==> config.mk <==
export PLATFORM = sky130hd
export DESIGN_NAME = hazard_scoreboard
export DESIGN_NICKNAME = d
export VERILOG_FILES = /design/src/rtl/hazard_scoreboard.sv
export SDC_FILE = /design/constraint.sdc
export NUM_CORES = 1
export LEC_CHECK = 0
export CORE_ASPECT_RATIO = 1.5
export CORE_MARGIN = 2
export CORE_UTILIZATION = 35
export DETAILED_ROUTE_END_ITERATION = 7
export SYNTH_ARGS = -nofsm -noshare
export SYNTH_HDL_FRONTEND = slang
export SYNTH_SLANG_ARGS = --single-unit
==> constraint.sdc <==
create_clock -name clk -period 3.58 [get_ports clk]
set_clock_uncertainty 0.15 [all_clocks]
set_input_delay 0.358 -clock clk [delete_from_list [all_inputs] [get_ports clk]]
set_output_delay 0.358 -clock clk [all_outputs]
set_load 0.005 [all_outputs]
==> src/rtl/hazard_scoreboard.sv <==
// hazard_scoreboard
//   D-stage stall/flush and forwarding controller for a MIPS-style pipeline.
//   Tracks the destination register and remaining latency (Tnew) of every
//   instruction in the DEPTH stages after decode (stage 0 = E, 1 = M, 2 = W).
//   A busy counter also tracks the multi-cycle mult/div unit (MDU).
//
//   Optional feature: define HAZ_STAT_EN to add the stall statistics counters
//   stat_stall_raw / stat_stall_md.
//
// Ports
//   clk, rst_n          clock, asynchronous active-low reset
//   d_valid             D holds a real instruction
//   d_a1, d_a2          D source registers
//   d_tuse1, d_tuse2    cycles until D needs each source
//   d_a3, d_tnew        D destination register (0 = none) and its Tnew at E
//   d_md_start          D is mult/multu/div/divu
//   d_md_div            the MDU op is a divide
//   d_md_use            D accesses HI/LO or the MDU
//   flush               kill every in-flight scoreboard entry
//   stall               hold PC and D
//   en_pc, en_d         ~stall
//   flush_e             stall; inserts a bubble into E
//   md_busy             MDU counter non-zero
//   fwd_d               D operand selects {a2, a1}; value j+1 = from stage j
//   fwd_s               per-stage operand selects, slice k = {a2, a1} of the
//                       instruction held in stage k (top slice always 0)
//   stat_stall_raw      (HAZ_STAT_EN) cycles stalled on a register hazard
//   stat_stall_md       (HAZ_STAT_EN) cycles stalled only on the MDU
module hazard_scoreboard #(
    parameter int NREG     = 32,
    parameter int DEPTH    = 3,
    parameter int TW       = 2,
    parameter int MULT_LAT = 5,
    parameter int DIV_LAT  = 10,
    parameter int CW       = 4,
    localparam int RW      = $clog2(NREG),
    localparam int SW      = $clog2(DEPTH + 1)
) (
    input  logic                    clk,
    input  logic                    rst_n,
    input  logic                    d_valid,
    input  logic [RW-1:0]           d_a1,
    input  logic [RW-1:0]           d_a2,
    input  logic [TW-1:0]           d_tuse1,
    input  logic [TW-1:0]           d_tuse2,
    input  logic [RW-1:0]           d_a3,
    input  logic [TW-1:0]           d_tnew,
    input  logic                    d_md_start,
    input  logic                    d_md_div,
    input  logic                    d_md_use,
    input  logic                    flush,
    output logic                    stall,
    output logic                    en_pc,
    output logic                    en_d,
    output logic                    flush_e,
    output logic                    md_busy,
    output logic [2*SW-1:0]         fwd_d,
`ifdef HAZ_STAT_EN
    output logic [DEPTH*2*SW-1:0]   fwd_s,
    output logic [31:0]             stat_stall_raw,
    output logic [31:0]             stat_stall_md
`else
    output logic [DEPTH*2*SW-1:0]   fwd_s
`endif
);

    // Match word layout: {hit, select (j+1), tnew of the winning entry}.
    localparam int MW = 1 + SW + TW;
    localparam int HB = MW - 1;

    logic [DEPTH-1:0] ent_valid;
    logic [RW-1:0]    ent_a1   [DEPTH];
    logic [RW-1:0]    ent_a2   [DEPTH];
    logic [RW-1:0]    ent_a3   [DEPTH];
    logic [TW-1:0]    ent_tnew [DEPTH];
    logic [CW-1:0]    md_cnt;

    logic             raw_stall;
    logic             md_stall;
    logic             issue;
    logic [MW-1:0]    d_m;
    logic [MW-1:0]    s_m;

    // Search entries lo..DEPTH-1 for a writer of src. Scanning from the oldest
    // towards the youngest lets the nearest (lowest index) match overwrite.
    // Register 0 is never a hazard, so entries with a3 == 0 never match.
    function automatic logic [MW-1:0] find_match(input logic [RW-1:0] src, input int lo);
        logic [MW-1:0] r;
        r = '0;
        for (int j = DEPTH - 1; j >= lo; j--) begin
            if (ent_valid[j] && (ent_a3[j] != '0) && (ent_a3[j] == src)) begin
                r = {1'b1, SW'(j + 1), ent_tnew[j]};
            end
        end
        return r;
    endfunction

    function automatic logic [TW-1:0] sat_dec(input logic [TW-1:0] t);
        return (t == '0) ? '0 : t - TW'(1);
    endfunction

    // D-stage operands: stall when the value arrives too late, forward only
    // when the nearest producer already has its result (tnew == 0). An older
    // match behind a not-yet-ready nearer one is deliberately ignored.
    always_comb begin
        raw_stall = 1'b0;
        fwd_d     = '0;
        d_m       = '0;
        for (int op = 0; op < 2; op++) begin
            d_m = find_match((op == 0) ? d_a1 : d_a2, 0);
            if (d_m[HB] && (d_m[TW-1:0] > ((op == 0) ? d_tuse1 : d_tuse2))) begin
                raw_stall = 1'b1;
            end
            if (d_m[HB] && (d_m[TW-1:0] == '0)) begin
                fwd_d[op*SW +: SW] = d_m[TW +: SW];
            end
        end
    end

    // Operands of the instruction held in stage k may only take values from
    // older instructions, i.e. entries j > k.
    always_comb begin
        fwd_s = '0;
        s_m   = '0;
        for (int k = 0; k < DEPTH - 1; k++) begin
            for (int op = 0; op < 2; op++) begin
                s_m = find_match((op == 0) ? ent_a1[k] : ent_a2[k], k + 1);
                if (ent_valid[k] && s_m[HB] && (s_m[TW-1:0] == '0)) begin
                    fwd_s[(2*k + op)*SW +: SW] = s_m[TW +: SW];
                end
            end
        end
    end

    assign md_busy  = (md_cnt != '0);
    assign md_stall = d_valid && d_md_use && md_busy;
    assign stall    = raw_stall || md_stall;
    assign en_pc    = ~stall;
    assign en_d     = ~stall;
    assign flush_e  = stall;
    assign issue    = d_valid && !stall && !flush;

    // Scoreboard pipeline. flush clears every valid bit, including the
    // incoming slot, since issue already excludes flush.
    always_ff @(posedge clk or negedge rst_n) begin
        if (!rst_n) begin
            ent_valid <= '0;
            for (int k = 0; k < DEPTH; k++) begin
                ent_a1[k]   <= '0;
                ent_a2[k]   <= '0;
                ent_a3[k]   <= '0;
                ent_tnew[k] <= '0;
            end
        end else begin
            for (int k = 1; k < DEPTH; k++) begin
                ent_valid[k] <= ent_valid[k-1] && !flush;
                ent_a1[k]    <= ent_a1[k-1];
                ent_a2[k]    <= ent_a2[k-1];
                ent_a3[k]    <= ent_a3[k-1];
                ent_tnew[k]  <= sat_dec(ent_tnew[k-1]);
            end
            if (issue) begin
                ent_valid[0] <= 1'b1;
                ent_a1[0]    <= d_a1;
                ent_a2[0]    <= d_a2;
                ent_a3[0]    <= d_a3;
                ent_tnew[0]  <= d_tnew;
            end else begin
                ent_valid[0] <= 1'b0;
                ent_a1[0]    <= '0;
                ent_a2[0]    <= '0;
                ent_a3[0]    <= '0;
                ent_tnew[0]  <= '0;
            end
        end
    end

    // MDU busy counter. A running count survives flush; an MDU op only loads
    // it when it actually issues.
    always_ff @(posedge clk or negedge rst_n) begin
        if (!rst_n) begin
            md_cnt <= '0;
        end else if (issue && d_md_start) begin
            md_cnt <= d_md_div ? CW'(DIV_LAT) : CW'(MULT_LAT);
        end else if (md_cnt != '0) begin
            md_cnt <= md_cnt - CW'(1);
        end
    end

`ifdef HAZ_STAT_EN
    // A cycle with both causes is attributed to the register hazard.
    always_ff @(posedge clk or negedge rst_n) begin
        if (!rst_n) begin
            stat_stall_raw <= '0;
            stat_stall_md  <= '0;
        end else if (raw_stall) begin
            stat_stall_raw <= stat_stall_raw + 32'd1;
        end else if (md_stall) begin
            stat_stall_md  <= stat_stall_md + 32'd1;
        end
    end
`endif

endmodule
**Run 1: clock network drawn from the DEF**

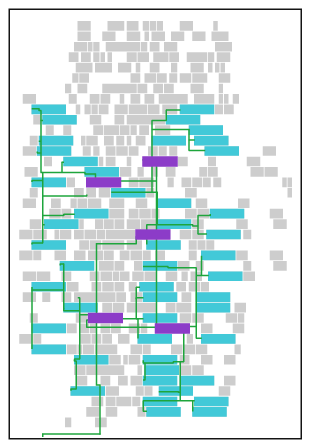
[purple] cells driving clock nets | count: 5
[cyan] flip-flops | count: 48
[green] clock wires | length: 565 microns
routed clock nets	6

**Run 1: placed standard cells**

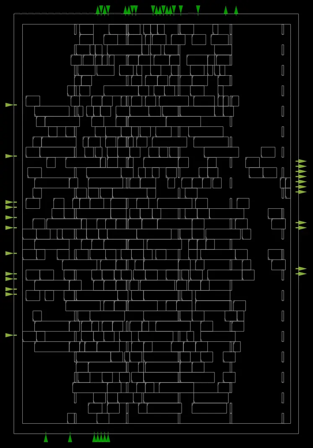
Core Rows: 39
fill count: 691
core area: 7560 sq um
Seq area share: 30.1%
flop count: 48

**Run 1: port wiring**

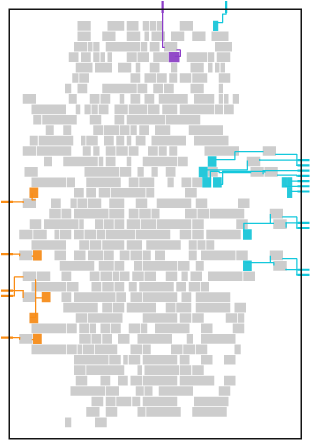
colour	port	direction	edge	end cells	buffers	wire
orange	d_a3	input	left	5	5	37.7 microns
cyan	fwd_s	output	11 right, 1 top	10	8	148 microns
purple	d_md_start	input	top	1	1	13.8 microns
io pins: 49
buffers added on ports: 44

==> impl_metrics.csv, run 1 <==
group,metric,value,unit
run,maxCapViolations,0,
synth,yosysTopAreaCell,"dfrtp_1",
min_path,hold_path_class,"in2async",
sta,relSlewSlack,29.8,%
sta,fmax,0.262,GHz
setup_path,critical_path_class,"reg2out",
floorplan,die_area,8450,sq um
synth,yosysTopAreaCellShare,44.5,%
power_and_ir_drop,cellPowerDensity,382,nW/um^2
power_and_ir_drop,clockPowerShare,34.5,%
setup_path,worstPathArrival,3310,ps
drt,drt-initial-drc-count,81,
drt,drt_wl_total,6.80,mm
drt,vias,2215,
drt,wl_met2,3.92,mm
floorplan,die_w,75.7,microns
run,warnings,29,
synth,synthTopCellsByArea,"dfrtp_1 44%, xnor2_1 12%, xor2_1 8.1%",
setup_path,cp.required,3070,ps
setup_path,r2r_slack,-150,ps
drt,drt-met1-wl,2.49,mm
sta,fin_crit,3810,ps
placement,pre_cts_slack,-702,ps
final_layout,nets,394,
synth,syn_avg_cell_area,10.3,sq um
grt,grt_max_degree,49,
final_layout,synthToLayoutAreaGrowth,47.7,%
synth,ys_cells,262,
synth,synth_area,2700,sq um
power_and_ir_drop,p_comb_share,24.5,%
sta,finalMaxSlewViolations,0,
clocking,clockBufferDepth,2,
synth,async_flop_share,100,%
grt,grt_pass1_vias,2334,
drt,route.met3.wl,154,microns
synth,edf_count,0,
setup_path,crit_path_start_kind,"flip-flop",
floorplan,fp_util,35.7,%
grt,grt_pass1_wl,11.0,mm
clocking,cts_buffers,5,
final_layout,final_cell_area,3990,sq um
synth,ff_type,"dfrtp_1",
drt,ant_nets,0,
clocking,cts_tree,"done",
sta,worst_slack,-235,ps
status,status,"complete, but fails checks",
setup_path,cp_top_family,"simple AND/OR/NAND/NOR gates",
sta,final_hold_viol_count,0,
sta,tns,-1780,ps
clocking,ctsHoldBuffers,0,
drt,remaining_drc_errors,0,
grt,gr-total-overflow,0,
grt,antenna_found_initial,0,
clocking,cts-root-buf,"clkbuf_16",
final_layout,drive_above_1_share,29.6,%
power_and_ir_drop,power_switching,0.000402,W
drt,wire_per_inst,14.7,microns
power_and_ir_drop,p_int,0.00112,W
setup_path,slowest_stage,"or4_4",
synth,syn_inst,262,
clocking,path_clk_slew,60,ps
placement,dpl_cell_area,3540,sq um
power_and_ir_drop,vdd_drop_max,0.000250,V
power_and_ir_drop,seq_power_share,41.0,%
setup_path,cp_cell_sequence,"buf_6, xnor2_4, nand2_2, or4_4, buf_4, and3_1, o22a_1, inv_2, ha_4, nor2b_4, o21ai_2, o21ai_2, buf_4, or3_4, inv_2, buf_2",
synth,most_common_cell,"dfrtp_1",
power_and_ir_drop,power_leakage,1.90,nW
synth,synthTopCellsByCount,"48 x dfrtp_1, 37 x xnor2_1, 25 x xor2_1",
sta,worstMarginPinSlew,1050,ps
sta,setup_violations,25,
synth,synth_seq_share,44.5,%
clocking,cts.sinks,48,
setup_path,critical_path_buf_inv_count,6,
synth,ys_area,2700,sq um
sta,rsz0062_at_grt,"yes",
drt,first_pass_iters,4,
drt,top_layer_used,"met4",
status,violations,"setup timing",
placement,gp_congestion,0.830,
synth,synth_flops,48,
synth,ys_warn_count,0,
run 1: area by class of cell:
class                   instances  area [sq um]
clock buffers                   5           125
clock inverters                 3          42.5
fillers                       691          3570
inverters                       8          30.0
multi-input cells             189          1550
flip-flops and latches         48          1200
well taps                     102           128
repair buffers                108           915
run 1: metal layers:
layer / GRT usage (%) / vias up
met2: 31.6 / 44
met1: 19.1 / 1086
li1: - / 1069
met5: 0 / -
met3: 2.71 / 16
met4: 7.37 / 0
run 1: logic make-up after synthesis:
logic type | after synthesis | share of synthesized area (%)
AOI/OAI and AO/OA | 25 | 5.98
xor gates and xnor gates | 62 | 20.1
adders and majority gates | 6 | 2.78
buffers and inverters | 28 | 5.51
DFF | 48 | 44.5
muxes | 4 | 1.85
other | 1 | 0.139
and+or+nand+nor | 88 | 19.1
run 1: power by group through the flow:
stage | combinational [W] | sequential, W | clock [W]
finish | 0.000373 | 0.000625 | 0.000526
CTS | 0.000363 | 0.000625 | 0.000531
global placement | 0.000335 | 0.000633 | 0
floorplan | 0.000213 | 0.000625 | 0
detailed placement | 0.000345 | 0.000635 | 0
global route | 0.000415 | 0.000631 | 0.000563
run 1: cells in the final DEF, fill, tap and decap left out, drive strengths merged, types with 8 or more instances in the layout:
cell,n
inv,8
xor2,25
xnor2,37
nand3,9
dfrtp,48
buf,69
a21oi,9
and2,19
clkdlybuf4s50,33
nor4,10
nand2,8
run 1: metrics by stage:
step | cells | hold slack (ps) | total power, W | utilization, %
floorplan | 265 | -87.6 | 0.000839 | -
global placement | 442 | 270 | 0.000968 | 46.8
detailed placement | 442 | 274 | 0.000980 | 46.8
CTS | 459 | 145 | 0.00152 | 51.2
global route | 463 | 203 | 0.00161 | 52.7
finish | 463 | 112 | 0.00152 | 52.7
run 1: final timing paths:
kind,to,cells past startpoint,from
min,ent_a3[6]$_DFF_PN0_,1,rst_n
min reg2reg,ent_a1[5]$_DFF_PN0_,0,ent_a1[10]$_DFF_PN0_
max,en_pc,16,ent_a3[6]$_DFF_PN0_
min in group clk,ent_a1[5]$_DFF_PN0_,0,ent_a1[10]$_DFF_PN0_
max in group asynchronous,ent_valid[1]$_DFF_PN0_,1,rst_n
max reg2reg,md_cnt[1]$_DFFE_PN0P_,16,ent_a3[6]$_DFF_PN0_
run 1: repair_timing:
item / CTS / global route
endpoints found under the setup margin: 9 / 29
resized: 45 / 20
gates cloned: 0 / 1
setup buffers: 16 / 3
pin swaps: 17 / 13
run 1: worst register-to-register path, stage by stage, from the launching register on:
cell and delay [ps]:
dfrtp_1 420, buf_6 150, xnor2_4 180, nand2_2 70, or4_4 530, buf_4 180
and3_1 160, o22a_1 190, inv_2 80, ha_4 140, nor2b_4 40, o21ai_2 160
o21ai_2 80, buf_4 130, buf_4 130, or4_4 520, mux2_4 320
run 1: sequential cells by signal, indices dropped and copies added, names as in the netlist:
| signal | flops |
|---|---|
| ent_a2 | 10 |
| ent_a3 | 15 |
| md_cnt | 4 |
| ent_tnew | 6 |
| ent_a1 | 10 |
| ent_valid | 3 |
**Run 1: signal wires by layer**

Scale bar: 20 microns.
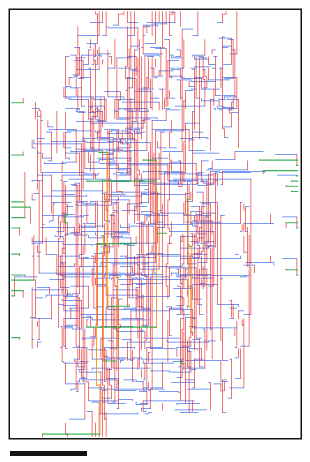

--- run 2 (diff from run 1) ---
--- a/config.mk
+++ b/config.mk
@@ -12,3 +12,4 @@
 export SYNTH_ARGS = -nofsm -noshare
 export SYNTH_HDL_FRONTEND = slang
 export SYNTH_SLANG_ARGS = --single-unit
+export TNS_END_PERCENT = 10
**Run 2: signal wires by layer**

Scale bar: 20 microns.
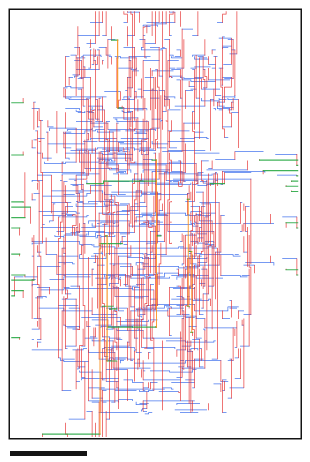
colour	layer	wire length
blue	met1	2490 microns
red	met2	3870 microns
green	met3	138 microns
orange	met4	192 microns
total track usage: 17.4%
vias: 2221
post-DR wirelength/cell: 14.5 microns

==> run 2 against run 1 <==
Compared with the run above:
- the flow still finishes with violations (setup timing)
- final cell count did not move
- die size did not move
- worst hold slack improved by 1.6 ps
- global-route usage barely moved
- count of clock-buffer cells in the layout did not move
- non-clock buffer count did not move
- sequential cell count did not move
- worst setup slack improved by 3.7 ps
- utilization fell by 0.65 points
- register-to-register slack barely moved
- largest cell class unchanged
==> impl_metrics.csv, run 2 <==
group,metric,value,unit
status,status,"complete, but fails checks",
status,violations,"setup timing",
floorplan,die_area,8450,sq um
setup_path,cp_cell_sequence,"buf_6, xnor2_4, nand2_2, or4_4, buf_6, and3_1, o22a_1, inv_2, ha_4, nor2b_4, o21ai_2, o21ai_2, buf_4, or3_4, inv_2, buf_2",
synth,syn_avg_cell_area,10.3,sq um
floorplan,core-area,7560,sq um
clocking,cts.sinks,48,
synth,ys_sh_aoi,5.98,%
run,warnings,29,
final_layout,reg_top3,"ent_a3 x15, ent_a1 x10, ent_a2 x10",
final_layout,final_common_cell,"buf_4",
floorplan,ioPinCount,49,
drt,drt-initial-drc-count,67,
sta,worst_slack,-231,ps
drt,drt_wl_total,6.70,mm
sta,fin_crit,3810,ps
synth,most_common_cell,"dfrtp_1",
final_layout,synthToLayoutAreaGrowth,45.9,%
synth,logic_family,"XOR/XNOR gates",
synth,yosys.area_share.simple,19.1,%
clocking,path_clk_slew,60,ps
sta,fmax,0.262,GHz
synth,ys_cells,262,
sta,final_hold_viol_count,0,
floorplan,num_rows,39,
synth,yosysTopAreaCellShare,44.5,%
floorplan,die_w,75.7,microns
grt,grt_pass1_wl,11.0,mm
run,maxCapViolations,0,
synth,ff_type,"dfrtp_1",
synth,yosysTopAreaCell,"dfrtp_1",
setup_path,crit_path_start_kind,"flip-flop",
setup_path,cp.required,3070,ps
final_layout,diodes,0,
synth,ys_sh_mux,1.85,%
sta,setup_violations,10,
setup_path,critPathMaxStageDelay,530,ps
drt,remaining_drc_errors,0,
grt,antenna_found_initial,0,
floorplan,fp_util,35.7,%
setup_path,end_kind,"primary output",
grt,grtUsageMet3,2.35,%
clocking,clockBufferDepth,2,
power_and_ir_drop,power_leakage,1.86,nW
clocking,cts_buffers,5,
grt,grt_max_degree,49,
clocking,cts_max_level,2,
synth,edf_count,0,
drt,ant_nets,0,
floorplan,die_y,112,microns
final_layout,final_cell_mix,"58 x buf_4, 48 x dfrtp_1, 36 x xnor2_1, 36 x clkdlybuf4s50_1, 25 x xor2_1",
drt,vias_per_cell,4.80,
setup_path,cp_top_family,"simple AND/OR/NAND/NOR gates",
grt,grt_pass1_vias,2321,
placement,port-buffer-count,44,
setup_path,critical_path_buf_inv_count,6,
sta,finalMaxSlewViolations,0,
synth,synth_area,2700,sq um
synth,synthTopCellsByCount,"48 x dfrtp_1, 37 x xnor2_1, 25 x xor2_1",
grt,grt_use_met2,32.1,%
grt,busiest_layer,"met2",
grt,gr-total-overflow,0,
final_layout,drive_above_1_share,28.8,%
sta,period_used_share,106,%
synth,syn_inst,262,
final_layout,largest_register_ffs,15,
synth,adder_share,2.78,%
final_layout,nets,394,
sta,whs,114,ps
clocking,clkLatencyLatePin,280,ps
grt,use_met1,19.2,%
drt,first_pass_iters,4,
synth,yosysUniqueCellTypes,37,
placement,pre_cts_slack,-702,ps
synth,async_flop_share,100,%
setup_path,cp_max_fo,4,
setup_path,worstPathArrival,3300,ps
placement,gp_congestion,0.830,
power_and_ir_drop,cellPowerDensity,385,nW/um^2
power_and_ir_drop,vdd_drop_max,0.000224,V
sta,rsz0062_at_grt,"yes",
synth,ys_warn_count,0,
clocking,cts_tree,"done",
placement,place_hpwl,4.97,mm
synth,synthTopCellsByArea,"dfrtp_1 44%, xnor2_1 12%, xor2_1 8.1%",
final_layout,top_register,"ent_a3",
setup_path,critical_path_class,"reg2out",
synth,xor_share,20.1,%
synth,ys_area,2700,sq um
setup_path,slowest_stage,"or4_4",
synth,synth_seq_share,44.5,%
clocking,cts-root-buf,"clkbuf_16",
synth,synth_flops,48,
min_path,hold_path_class,"in2async",
sta,worstMarginPinSlew,1050,ps
sta,relSlewSlack,29.9,%
**Run 2: clock network drawn from the DEF**

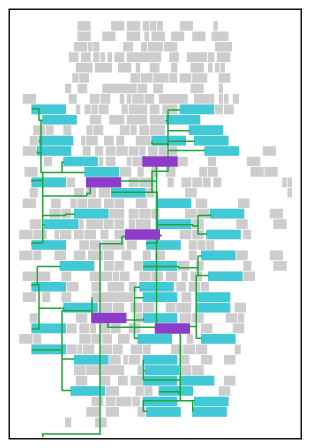
[purple] cells driving clock nets | count: 5
[green] clock wires | length: 569 microns
[cyan] flip-flops | count: 48
routed clock nets	6

-- run 2: cell counts after synthesis --
Identical to the previous run, type by type.
-- run 2: timing repair --
| item | in CTS | in global routing |
|---|---|---|
| hold buffers | 0 | 0 |
| setup endpoints to repair | 9 | 29 |
| gates resized | 39 | 15 |
| pin swaps | 13 | 13 |
| buffers inserted | 14 | 2 |
-- run 2: layer usage --
metal / up-vias / part of all wire (%) / wire length (microns)
li1: 1068 / - / -
met3: 14 / 2.0 / 137
met5: - / 0 / 0
met1: 1095 / 37 / 2490
met4: 0 / 2.9 / 192
met2: 44 / 58 / 3870
-- run 2: worst paths after layout --
| path | start | slack (ps) | endpoint | depth (start not counted) |
|---|---|---|---|---|
| worst max-delay path | ent_a3[6]$_DFF_PN0_ | -230 | en_pc | 16 |
| worst min-delay path | rst_n | 110 | ent_a3[6]$_DFF_PN0_ | 1 |
| worst max register to register | ent_a3[6]$_DFF_PN0_ | -150 | md_cnt[1]$_DFFE_PN0P_ | 17 |
| worst min register to register | ent_a1[10]$_DFF_PN0_ | 290 | ent_a1[5]$_DFF_PN0_ | 0 |
| max in group asynchronous | rst_n | 2530 | ent_valid[1]$_DFF_PN0_ | 1 |
| min in group clk | ent_a1[10]$_DFF_PN0_ | 290 | ent_a1[5]$_DFF_PN0_ | 0 |
-- run 2: final cells by class --
type | instances | area [sq um]
inverters | 8 | 30.0
flip-flops and latches | 48 | 1200
clock buffers | 5 | 125
fillers | 701 | 3620
multi-input cells | 189 | 1500
clock inverters | 3 | 42.5
repair buffers | 108 | 915
well taps | 102 | 128
-- run 2: cell families after synthesis --
kind of cell / count (synthesis)
multiplexers: 4
AND/OR/NAND/NOR: 88
XOR/XNOR: 62
buffers and inverters: 28
AND-OR/OR-AND: 25
adder cells (fa/ha/maj): 6
other: 1
flip-flops: 48
-- run 2: per-stage QoR --
| step | instances | utilization (%) | instance area (sq um) | total power [W] | setup TNS [ps] |
|---|---|---|---|---|---|
| 2_1_floorplan | 265 | - | 2720 | 0.000839 | 0 |
| 6_report | 463 | 52.1 | 3940 | 0.00152 | -1550 |
| 3_3_place_gp | 442 | 46.8 | 3540 | 0.000968 | -7060 |
| 4_1_cts | 461 | 51.0 | 3860 | 0.00152 | -1960 |
| 5_1_grt | 463 | 52.1 | 3940 | 0.00161 | -3770 |
| 3_5_place_dp | 442 | 46.8 | 3540 | 0.000980 | -8530 |
-- run 2: report_power, final --
group          switching [W]  internal [W]  leakage, nW  total, W
clock               0.000195      0.000328       0.0798  0.000523
combinational       0.000165      0.000206         1.13  0.000371
sequential         0.0000356      0.000589        0.646  0.000624
total               0.000396       0.00112         1.86   0.00152
Power and IR drop assume default switching activity.
